--- config.mk ---
export PLATFORM = sky130hd
export DESIGN_NAME = inta_sequencer
export DESIGN_NICKNAME = d
export VERILOG_FILES = /design/src/rtl/inta_sequencer.sv
export SDC_FILE = /design/constraint.sdc
export NUM_CORES = 1
export LEC_CHECK = 0
export ABC_CLOCK_PERIOD_IN_PS = 4400
export CORE_UTILIZATION = 51
export CTS_BUF_LIST = sky130_fd_sc_hd__clkbuf_8
export DETAILED_ROUTE_END_ITERATION = 6
export PLACE_DENSITY = 0.88
export REMOVE_ABC_BUFFERS = 1
export SYNTH_ARGS = -nofsm -noshare
export SYNTH_HDL_FRONTEND = slang
export SYNTH_SLANG_ARGS = --single-unit
--- constraint.sdc ---
create_clock -name CLK -period 4.4 [get_ports CLK]
set_input_delay 1.32 -clock CLK [delete_from_list [all_inputs] [get_ports CLK]]
set_output_delay 1.32 -clock CLK [all_outputs]
set_load 0.005 [all_outputs]
--- src/rtl/inta_sequencer.sv ---
// CPU-side interrupt acknowledge sequencer: synchronises INT, issues the INTA
// pulse train, captures the vector bytes and hands them to the core over valid/ready.
//
// state   | meaning
// --------+-------------------------------------------------------------
// S_IDLE  | waiting for synchronised INT with irq_enable
// S_LOW   | INTA low for PULSE_W clocks; DATABUS captured on last clock
// S_GAP   | INTA high for GAP_W clocks between pulses
// S_VALID | vector presented to the core, waiting for vec_ready
// S_HOLD  | GAP_W clocks of holdoff so the controller can drop INT
module inta_sequencer #(
    parameter bit MODE_8086   = 1'b1,
    parameter int PULSE_W     = 2,
    parameter int GAP_W       = 2,
    parameter int SYNC_STAGES = 2
) (
    input  logic        CLK,
    input  logic        RST_N,
    input  logic        INT,
    output logic        INTA,
    input  logic [7:0]  DATABUS,
    input  logic        irq_enable,
    output logic        vec_valid,
    input  logic        vec_ready,
    output logic [15:0] vec_data,
    output logic        call_err,
    output logic        busy
);

    localparam int CNT_MAX = (PULSE_W > GAP_W) ? PULSE_W : GAP_W;
    localparam int CW      = $clog2(CNT_MAX + 1);
    localparam logic [CW-1:0] P_LOAD = CW'(PULSE_W - 1);
    localparam logic [CW-1:0] G_LOAD = CW'(GAP_W - 1);
    localparam logic [1:0]    NPULSE = MODE_8086 ? 2'd2 : 2'd3;

    typedef enum logic [2:0] {
        S_IDLE,
        S_LOW,
        S_GAP,
        S_VALID,
        S_HOLD
    } state_t;

    state_t              state_q, state_d;
    logic [CW-1:0]       cnt_q, cnt_d;
    logic [1:0]          k_q, k_d;
    logic                sample;
    logic [SYNC_STAGES-1:0] sync_q;
    logic                int_s;
    logic [7:0]          byte1_q, byte2_q, byte3_q;

    always_ff @(posedge CLK or negedge RST_N) begin
        if (!RST_N) begin
            sync_q <= '0;
        end else begin
            sync_q <= {sync_q[SYNC_STAGES-2:0], INT};
        end
    end

    assign int_s = sync_q[SYNC_STAGES-1];

    always_comb begin
        state_d = state_q;
        cnt_d   = cnt_q;
        k_d     = k_q;
        sample  = 1'b0;
        case (state_q)
            S_IDLE: begin
                if (int_s && irq_enable) begin
                    state_d = S_LOW;
                    cnt_d   = P_LOAD;
                    k_d     = 2'd1;
                end
            end
            S_LOW: begin
                if (cnt_q == '0) begin
                    sample = 1'b1;
                    if (k_q == NPULSE) begin
                        state_d = S_VALID;
                    end else begin
                        state_d = S_GAP;
                        cnt_d   = G_LOAD;
                    end
                end else begin
                    cnt_d = cnt_q - CW'(1);
                end
            end
            S_GAP: begin
                if (cnt_q == '0) begin
                    state_d = S_LOW;
                    cnt_d   = P_LOAD;
                    k_d     = k_q + 2'd1;
                end else begin
                    cnt_d = cnt_q - CW'(1);
                end
            end
            S_VALID: begin
                if (vec_ready) begin
                    state_d = S_HOLD;
                    cnt_d   = G_LOAD;
                end
            end
            S_HOLD: begin
                if (cnt_q == '0) begin
                    state_d = S_IDLE;
                end else begin
                    cnt_d = cnt_q - CW'(1);
                end
            end
            default: state_d = S_IDLE;
        endcase
    end

    // INTA and vec_valid are registered copies of the next state, so they
    // change on the same edge as the state they belong to.
    always_ff @(posedge CLK or negedge RST_N) begin
        if (!RST_N) begin
            state_q   <= S_IDLE;
            cnt_q     <= '0;
            k_q       <= 2'd0;
            INTA      <= 1'b1;
            vec_valid <= 1'b0;
        end else begin
            state_q   <= state_d;
            cnt_q     <= cnt_d;
            k_q       <= k_d;
            INTA      <= (state_d != S_LOW);
            vec_valid <= (state_d == S_VALID);
        end
    end

    always_ff @(posedge CLK or negedge RST_N) begin
        if (!RST_N) begin
            byte1_q  <= 8'h00;
            byte2_q  <= 8'h00;
            byte3_q  <= 8'h00;
            call_err <= 1'b0;
        end else if (sample) begin
            case (k_q)
                2'd1:    byte1_q <= DATABUS;
                2'd2:    byte2_q <= DATABUS;
                default: byte3_q <= DATABUS;
            endcase
            if (k_q == NPULSE) begin
                call_err <= !MODE_8086 && (byte1_q != 8'hCD);
            end
        end
    end

    assign vec_data = MODE_8086 ? {8'h00, byte2_q} : {byte3_q, byte2_q};
    assign busy     = (state_q != S_IDLE);

endmodule

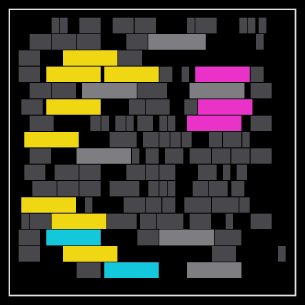
(sequential cells colored by netlist name)
Scale: 6 px per micron. Other sequential cells in the stronger gray, the rest of the logic in the fainter gray.
Key: byte2_q = yellow [sequential cells 8]; sync_q = cyan [sequential cells 2]; state_q = magenta [sequential cells 3]
Another 6 sequential cells are not colored.

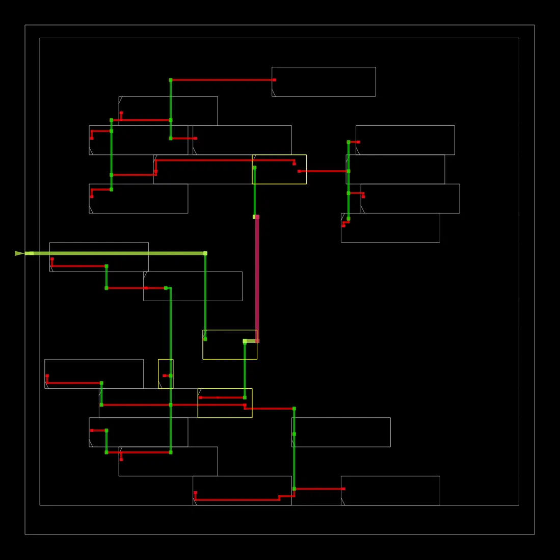
(clock wiring as the flow saved it)
CTS sink count: 19
flop count: 19
# clk buffers: 3
CTS Buf Count: 3
skew final: 3.952 ps

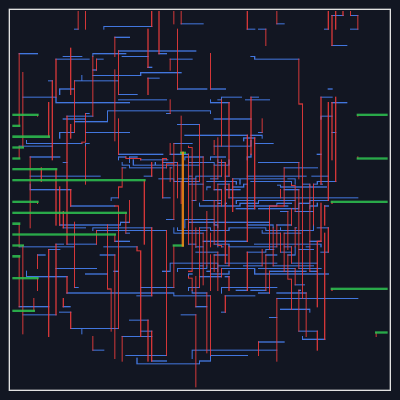
(signal wires by layer)
Scale: 8 px per micron.
Key: M2 = red [wire length 826 microns]; M1 = blue [wire length 766 microns]; M3 = green [wire length 92.7 microns]; M4 = orange [wire length 11.6 microns]

==> impl_metrics.ini <==
; implementation run metrics
[synthesis]
flop_cell = dfrtp_1
edf_count = 0
ys_warn_count = 0
area_leaders = dfrtp_1 (43%), mux2_2 (9.6%), buf_4 (9.3%)
synth_area_sq_um = 1054
postSynthCellCount = 94
synth_largest_type_area_fraction_pct = 42.76
top_area_cell = dfrtp_1
ys_area_sq_um = 1054
synth_flop_count = 19
ys_cells = 94
synth_seq_share_pct = 45.25
syn_area_per_cell_sq_um = 11.21
netlist-cell-type-count = 36
synthArstFlopShare_pct = 100.0

[detailed_routing]
routedWlPerCell_microns = 12.03
wirelength_microns = 1696
drtPass1Iterations = 4
postRouteAntennaNets = 0
viasPerCell = 5.156
drc = 0
routed-via-count = 727
drtIter0Drc = 10

[timing]
worst_slack_ps = 1348
report.final.slew_viol_count = 0
finalHoldViolations = 0
period_used_pct = 69.37
slew_headroom_pct = 44.10
setup_viol = 0
worst_slew_pin_slew_ps = 835.9
rsz0062_at_grt = no
max_freq_mhz = 327.6
min_period_ps = 3052
setup_tns_ps = 0

[cells_and_area]
layout-drive-gt1-share_pct = 14.91
fillers = 161
nets = 132
num_antenna_cells = 0
areaGrowthSynthToFinish_pct = 20.55
final_cell_mix = clkdlybuf4s50_1 (23), dfrtp_1 (18), mux2_2 (9), conb_1 (9), inv_1 (7)
lay_top_count = clkdlybuf4s50_1

[power_and_ir_drop]
ir_drop_mv = 0.3747
cellPowerDensity_nw_per_um2 = 577.6
leakage_uw = 0.0005527
total_power_uw = 733.5

[placement]
hpwl_microns = 1204
io_buffers = 23
dp_slack_ps = 1630
gp_congestion = 0.7578

[clocking]
ctsHoldBuffers = 0
post_cts_buffers = 0
clk_latency_ps = 250
cts_tree = done
clkTransAtPathRegs_ps = 70
cts_max_level = 1
clockBufferDepth = 2
post_cts_resized = 0
cts_root_buf = clkbuf_8

[floorplanning]
fp_util_pct = 54.25
rows = 16
core_sq_um = 1942
dieWidth_microns = 47.45
die_area_sq_um = 2252
pin_count = 33
die_h_microns = 47.45

[global_route]
grt_antenna_before_repair = 0
grt-ovfl-total = 0
grt_pass1_wl_microns = 2725
grt_max_degree = 21
grt_pass1_vias = 649
grt_use_total_pct = 17.72

[min_path]
hp-class = reg2reg

[critical_path]
crit_type = reg2out
critPathMaxFanout = 20
critical_path_arrival_ps = 1730
critPathLaunchType = flip-flop
crit_required_ps = 3080
worstSetupEndpointType = output pin

[status]
status = finished, final reports clean

[job]
maxCapViolCount = 0
warnings = 27
-- per-layer routing --
| metal | up-vias | wire length (microns) | GRT usage [%] |
|---|---|---|---|
| met5 | - | 0 | 0 |
| met4 | 0 | 11 | 6.857 |
| met3 | 2 | 92 | 4.906 |
| met2 | 22 | 826 | 29.04 |
| met1 | 353 | 766 | 22.30 |
| li1 | 350 | - | - |
-- cell families after synthesis --
family,count (synthesis),synth area share [%]
multiplexers,11,11.52
AND/OR/NAND/NOR,22,13.30
flip-flops,19,45.25
buffers and inverters,21,13.78
AND-OR/OR-AND,16,11.04
adder cells (fa/ha/maj),4,4.751
other,1,0.3560
-- cell type report --
| cell class | instances | area, sq um | area share (%) |
|---|---|---|---|
| clock buffer | 3 | 41.29 | 3.251 |
| timing repair buffer | 23 | 230.2 | 18.13 |
| tap | 27 | 33.78 | 2.660 |
| clock inverter | 1 | 3.754 | 0.2956 |
| multi-input combinational | 62 | 461.7 | 36.35 |
| sequential | 19 | 476.7 | 37.54 |
| inverter | 6 | 22.52 | 1.773 |
-- synth_stat cells (all sizes together) (2+ instances only) --
library cell,instances
nor2b,2
a21oi,3
nor4b,2
mux2,9
a31oi,2
buf,14
nand3b,2
inv,6
nor2,2
dfrtp,18
o21ai,3
nand2,4
nor3,2
mux2i,2
ha,4
-- power by group --
group / switching, uW / internal (uW)
logic: 115 / 192
registers: 71.5 / 240
clock network: 54.3 / 61.9
total: 240 / 493
-- critical path: stages (launching register included) --
cell and delay [ps]:
dfrtp_1 580, or3_1 450, clkdlybuf4s50_1 450
-- sequential cells by signal, indices dropped and copies added (netlist names) --
| signal | cells |
|---|---|
| INTA | 1 |
| byte2_q | 8 |
| cnt_q | 2 |
| k_q | 2 |
| state_q | 3 |
| sync_q | 2 |
| vec_valid | 1 |
-- per-stage QoR --
step	instance area, sq um	hold slack (ps)	instances	utilization (%)
final	1270	358.4	141	65.40
after global routing	1270	364.6	141	65.40
after CTS	1270	359.4	141	65.40
after detailed placement	1225	343.4	137	63.08
after global placement	1225	332.8	137	63.08
after floorplan	960.9	331.2	87	-
-- worst paths after layout --
| check | start | end | slack (ps) | depth (start not counted) |
|---|---|---|---|---|
| worst min-delay path | sync_q[0]$_DFF_PN0_ | sync_q[1]$_DFF_PN0_ | 360 | 0 |
| worst max-delay path | state_q[1]$_DFF_PN0_ | busy | 1350 | 2 |
| max in group asynchronous | RST_N | k_q[1]$_DFFE_PN0P_ | 2330 | 1 |
| worst min register to register | sync_q[0]$_DFF_PN0_ | sync_q[1]$_DFF_PN0_ | 360 | 0 |
| min in group asynchronous | RST_N | cnt_q[0]$_DFFE_PN0P_ | 1550 | 1 |
| worst max register to register | cnt_q[0]$_DFFE_PN0P_ | byte2_q[2]$_DFFE_PN0P_ | 2620 | 5 |
Power figures rest on the tool's default switching activity, not on a simulated workload.
